[config.mk]
export PLATFORM = sky130hd
export DESIGN_NAME = sonic_v1_15_eth_10g_pa_pg_before_timing_fifo_flat
export DESIGN_NICKNAME = d
export VERILOG_FILES = /design/src/rtl/sonic_v1_15_eth_10g_pa_pg_before_timing_fifo_if.sv /design/src/rtl/sonic_v1_15_eth_10g_pa_pg_before_timing_fifo.sv /design/src/flat_wrapper.sv
export SDC_FILE = /design/constraint.sdc
export NUM_CORES = 1
export LEC_CHECK = 0
export ABC_CLOCK_PERIOD_IN_PS = 3300
export CORE_AREA = 10 10 53 55
export DETAILED_ROUTE_END_ITERATION = 10
export DIE_AREA = 0 0 63 65
export HOLD_SLACK_MARGIN = 0.06
export PLACE_DENSITY = 0.73
export REMOVE_ABC_BUFFERS = 1
export SYNTH_ARGS = -nofsm -noshare
export SYNTH_HDL_FRONTEND = slang
export SYNTH_SLANG_ARGS = --single-unit
[constraint.sdc]
create_clock -name clk -period 3.3 [get_ports clk]
set_clock_uncertainty 0.05 [all_clocks]
set_input_delay 0.495 -clock clk [delete_from_list [all_inputs] [get_ports clk]]
set_output_delay 0.495 -clock clk [all_outputs]
set_load 0.05 [all_outputs]
[src/rtl/sonic_v1_15_eth_10g_pa_pg_before_timing_fifo_if.sv]
// Stream bundle for the pause-frame-generator timing adapter.
// Upstream side: in_valid, in_data (no ready back to the source).
// Downstream side: out_valid, out_data, out_ready.
// Status: fill_level (occupancy), overflow (dropped-beat flag).
// slave  = adapter view, master = the environment driving it.
interface sonic_v1_15_eth_10g_pa_pg_before_timing_fifo_if #(
  parameter int DATA_WIDTH = 2,
  parameter int DEPTH_LOG2 = 2
);
  logic                  in_valid;
  logic [DATA_WIDTH-1:0] in_data;
  logic                  out_ready;
  logic                  out_valid;
  logic [DATA_WIDTH-1:0] out_data;
  logic [DEPTH_LOG2:0]   fill_level;
  logic                  overflow;

  modport master (
    output in_valid, in_data, out_ready,
    input  out_valid, out_data, fill_level, overflow
  );

  modport slave (
    input  in_valid, in_data, out_ready,
    output out_valid, out_data, fill_level, overflow
  );
endinterface

[src/rtl/sonic_v1_15_eth_10g_pa_pg_before_timing_fifo.sv]
// Timing adapter: valid-only source into a backpressuring sink through a
// small show-ahead FIFO. Beats arriving while full with no pop are dropped
// and flagged on overflow.
// Ports: clk, reset_n (async, active-low), bus (slave modport of
// sonic_v1_15_eth_10g_pa_pg_before_timing_fifo_if).
// Build option: SONIC_PA_PG_TA_OVERFLOW_STICKY_EN makes overflow sticky
// until reset; without it overflow is a one-cycle pulse per dropped beat.
//
// state       | meaning
// ST_EMPTY    | count == 0, out_valid low
// ST_NONEMPTY | count >= 1, head beat presented on out_data
module sonic_v1_15_eth_10g_pa_pg_before_timing_fifo #(
  parameter int DATA_WIDTH = 2,
  parameter int DEPTH_LOG2 = 2
) (
  input  logic clk,
  input  logic reset_n,
  sonic_v1_15_eth_10g_pa_pg_before_timing_fifo_if.slave bus
);

  localparam int unsigned DEPTH = 1 << DEPTH_LOG2;
  localparam logic [DEPTH_LOG2:0]   FULL_CNT = (DEPTH_LOG2+1)'(DEPTH);
  localparam logic [DEPTH_LOG2:0]   CNT_ONE  = (DEPTH_LOG2+1)'(1);
  localparam logic [DEPTH_LOG2-1:0] PTR_ONE  = DEPTH_LOG2'(1);

  typedef enum logic {ST_EMPTY, ST_NONEMPTY} state_e;

  state_e                 state_q, state_d;
  logic [DEPTH_LOG2-1:0]  wr_ptr_q, wr_ptr_d;
  logic [DEPTH_LOG2-1:0]  rd_ptr_q, rd_ptr_d;
  logic [DEPTH_LOG2:0]    count_q, count_d;
  logic                   overflow_q, overflow_d;
  logic [DATA_WIDTH-1:0]  mem_q [DEPTH];
  logic [DATA_WIDTH-1:0]  mem_d [DEPTH];

  logic out_valid;
  logic full;
  logic pop;
  logic push;
  logic drop;

  assign out_valid = (state_q == ST_NONEMPTY);
  assign full      = (count_q == FULL_CNT);
  assign pop       = out_valid & bus.out_ready;
  // A full FIFO still accepts a beat when the head leaves in the same cycle.
  assign push      = bus.in_valid & (~full | pop);
  assign drop      = bus.in_valid & full & ~pop;

  always_comb begin
    wr_ptr_d = wr_ptr_q;
    rd_ptr_d = rd_ptr_q;
    count_d  = count_q;
    mem_d    = mem_q;

    if (push) begin
      mem_d[wr_ptr_q] = bus.in_data;
      wr_ptr_d        = wr_ptr_q + PTR_ONE;
    end
    if (pop) begin
      rd_ptr_d = rd_ptr_q + PTR_ONE;
    end

    if (push && !pop) begin
      count_d = count_q + CNT_ONE;
    end else if (pop && !push) begin
      count_d = count_q - CNT_ONE;
    end

    state_d = (count_d == '0) ? ST_EMPTY : ST_NONEMPTY;

`ifdef SONIC_PA_PG_TA_OVERFLOW_STICKY_EN
    overflow_d = overflow_q | drop;
`else
    overflow_d = drop;
`endif
  end

  always_ff @(posedge clk or negedge reset_n) begin
    if (!reset_n) begin
      state_q    <= ST_EMPTY;
      wr_ptr_q   <= '0;
      rd_ptr_q   <= '0;
      count_q    <= '0;
      overflow_q <= 1'b0;
      for (int i = 0; i < DEPTH; i++) begin
        mem_q[i] <= '0;
      end
    end else begin
      state_q    <= state_d;
      wr_ptr_q   <= wr_ptr_d;
      rd_ptr_q   <= rd_ptr_d;
      count_q    <= count_d;
      overflow_q <= overflow_d;
      for (int i = 0; i < DEPTH; i++) begin
        mem_q[i] <= mem_d[i];
      end
    end
  end

  // Head entry is presented straight from storage (show-ahead); storage is
  // zeroed on reset so out_data reads 0 while held in reset.
  assign bus.out_valid  = out_valid;
  assign bus.out_data   = mem_q[rd_ptr_q];
  assign bus.fill_level = count_q;
  assign bus.overflow   = overflow_q;

endmodule

[src/flat_wrapper.sv]
// flat-port wrapper written by rule: the top's interface ports become plain ports
module sonic_v1_15_eth_10g_pa_pg_before_timing_fifo_flat 
#(
  parameter int DATA_WIDTH = 2,
  parameter int DEPTH_LOG2 = 2
)
  (clk, reset_n, bus_in_valid, bus_in_data, bus_out_ready, bus_out_valid, bus_out_data, bus_fill_level, bus_overflow);
  sonic_v1_15_eth_10g_pa_pg_before_timing_fifo_if #(.DATA_WIDTH(DATA_WIDTH), .DEPTH_LOG2(DEPTH_LOG2)) bus_i ();
  input  logic clk;
  input  logic reset_n;
  input wire logic [$bits(bus_i.in_valid)-1:0] bus_in_valid;
  input wire logic [$bits(bus_i.in_data)-1:0] bus_in_data;
  input wire logic [$bits(bus_i.out_ready)-1:0] bus_out_ready;
  output wire logic [$bits(bus_i.out_valid)-1:0] bus_out_valid;
  output wire logic [$bits(bus_i.out_data)-1:0] bus_out_data;
  output wire logic [$bits(bus_i.fill_level)-1:0] bus_fill_level;
  output wire logic [$bits(bus_i.overflow)-1:0] bus_overflow;
  assign bus_i.in_valid = bus_in_valid;
  assign bus_i.in_data = bus_in_data;
  assign bus_i.out_ready = bus_out_ready;
  assign bus_out_valid = bus_i.out_valid;
  assign bus_out_data = bus_i.out_data;
  assign bus_fill_level = bus_i.fill_level;
  assign bus_overflow = bus_i.overflow;
  sonic_v1_15_eth_10g_pa_pg_before_timing_fifo #(.DATA_WIDTH(DATA_WIDTH), .DEPTH_LOG2(DEPTH_LOG2)) u_core (.clk(clk), .reset_n(reset_n), .bus(bus_i));
endmodule
**Cells coloured by class**

(6 px per um) Fill, decap, tap and diode cells in grey.
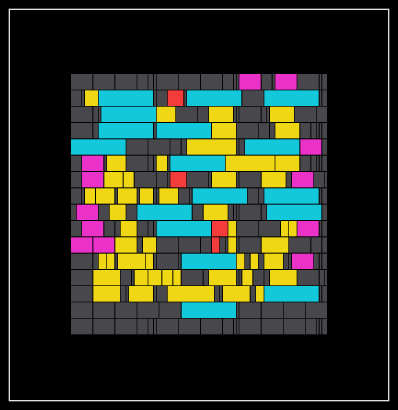
Cyan is flops, cells 17. Magenta is other buffers and delay cells, cells 12. Red is clock drivers and dummy loads, cells 4. Yellow is combinational and other logic, cells 50.
flop share of the area: 40.72%
Final Util: 56.12%
cell row count: 16
core area: 0.001862 mm^2
Final Cell Area: 0.001045 mm^2

**Metal 2**

(8 px per um) Cells faint in the background.
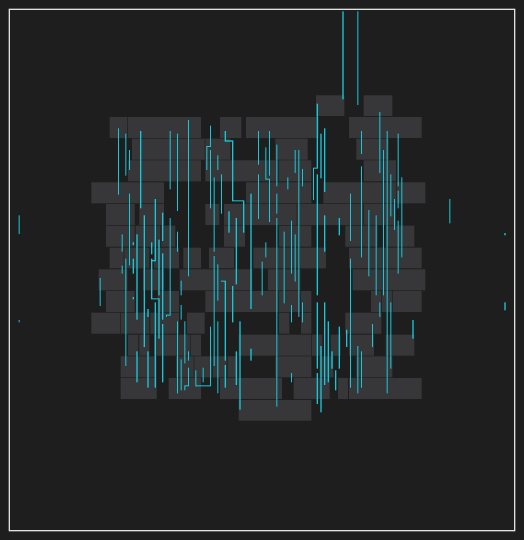
The longest straight run is 32.6 um. The layer carries 776 um of wire.
overall via count from detail_route: 558
GR Layer Usage met2: 13.83%
final wirelength: 1553 um

**Clock network drawn from the DEF**

(8 px per um)
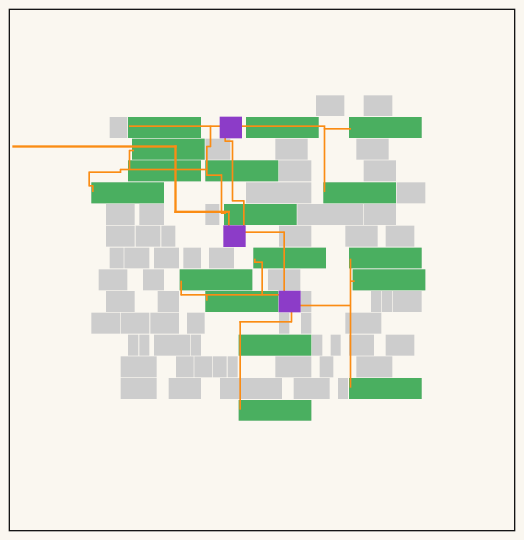
Green is flip-flops, count 17. Purple is clock drivers, count 3. Orange is clock wires, length 201 um.
There are 4 routed clock nets.
clock group share of total power: 9.5%
clock network power: 0.000105 W

**Wires at chosen ports, followed through buffers**

(6 px per um)
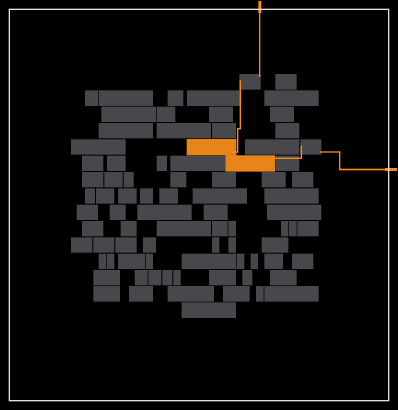
Orange is `bus_out_data`, bits 2, direction output, edge 1 top, 1 right, end cells 2, buffers 2, wire 45.0 um.
number of port buffers: 12
I/O pin total: 13

## power by group through the flow
stage                     sequential (W)  combinational, W  clock, W
after floorplan                 0.000467          0.000363         0
after global placement          0.000404          0.000591         0
after detailed placement        0.000409          0.000609         0
after CTS                       0.000404          0.000612  0.000112
after global routing            0.000417          0.000658  0.000125
final                           0.000403          0.000599  0.000105
## kinds of logic after synthesis
kind of cell,share of synthesized area [%]
simple gates,9.408
mux,15.63
xor+xnor,4.052
compound gates,9.407
buf+inv,2.171
flops,49.20
fa+ha+maj,10.13
## worst max-delay path: stages, from the launching register on
cell and delay, ns:
dfrtp_1 0.46, mux4_2 0.53, clkdlybuf4s50_1 0.71
## cell type report
class / count / area share (%)
sequential: 17 / 40.72
multi-input combinational: 45 / 40.24
timing repair buffer: 12 / 11.50
tap: 27 / 3.234
clock buffer: 4 / 2.515
inverter: 5 / 1.796
## cells in the final DEF (no fill, tap or decap), types with 2 or more instances in the layout
master           netlist  routed
clkdlybuf4s50_1        0      12
xnor2_1                4       4
mux4_2                 2       2
nand3_1                2       2
clkbuf_4               0       3
nand2_1                5       5
inv_1                  5       5
ha_1                   7       7
dfrtp_1               17      17
mux2_2                 8       8
## per-stage QoR
stage / setup slack [ns] / total power (W)
after floorplan: 1.285 / 0.0008299
after global placement: 1.097 / 0.0009948
after detailed placement: 1.062 / 0.001018
after CTS: 0.7382 / 0.001128
after global routing: 0.6788 / 0.001199
final: 0.7762 / 0.001107
## Yosys cell counts, drive strengths merged, types with 2 or more instances
library cell / count
dfrtp: 17
mux2: 8
ha: 7
nand2: 6
inv: 5
xnor2: 4
a31oi: 2
and4b: 2
mux4: 2
nand3: 2
o21ai: 2
## final timing paths
path,from,slack [ns],cells after the start,to
setup / recovery,u_core.rd_ptr_q[0],0.78,2,bus_out_data[0]
hold / removal,u_core.mem_q[1],0.46,1,u_core.mem_q[1]
setup reg to reg,u_core.bus.fill_level[0],1.48,6,u_core.bus.out_valid
hold reg to reg,u_core.mem_q[1],0.46,1,u_core.mem_q[1]
max in group asynchronous,reset_n,2.15,1,u_core.bus.fill_level[0]
min in group asynchronous,reset_n,0.59,1,u_core.wr_ptr_q[0]
## per-layer routing
metal	part of all wire, %	up-vias	wire length (um)	track usage, %
met2	50	11	776	13.83
met3	7.0	2	109	3.780
li1	-	271	-	-
met4	0.52	0	8	3.352
met5	0	-	0	0
met1	42	274	659	8.392
## state kept, by name, indices dropped and copies added, names as in the netlist
signal,flops
u_core.mem_q,8
u_core.wr_ptr_q,2
u_core.bus.out_valid,1
u_core.bus.overflow,1
u_core.bus.fill_level,3
u_core.rd_ptr_q,2
==> summary.txt <==
yosys + openroad results -> Clock Path Buffers 2, Top FF cell, synth dfrtp_1, Core Util at FP 46.44%, Post-Syn Area per Cell around 13 um^2, Post-CTS Hold Fix Bufs 0, Die ar. slightly above 0.004 mm^2, status finished, final reports clean, H-Tree Depth 1, ys cells 67, Setup CP Type reg2out, Worst Hold Margin 0.4603 ns, Synth area leaders dfrtp_1 49%, mux2_2 10%, ha_1 10%, mux4_2 5.2%, xnor2_1 4.1%, antenna cell count 0, # setup viols final 0, Slew @ Worst Pin 0.7320 ns, Layout Nets 97, RSZ-0062 raised after global routing no, post-route DRC violation count 0, antenna violations before repair 0, CP Capture Type primary output, dpl cells 106, gr ovfl total 0, # resized after CTS 0, Root Buffer clkbuf_4, Post-Syn Area 864.6 um^2, fmax 396.2 MHz, Total GRT Usage about 8.1%, # Post-CTS Setup Buffers 0, Late-Pin Clk Latency 0.28 ns, fraction of layout cells with a size suffix above 1 between 15 and 20%, Post-synth EDFFs 0, Die Y roughly 65 um, P_sw about 0.00049 W, Post-synth regs 17, Cells after Synth 67, Switching Share 44.05%, Post-Layout Cell Count between 100 and 150, crit path DRT 2.75 ns
Power is estimated from default activity; no workload was simulated.
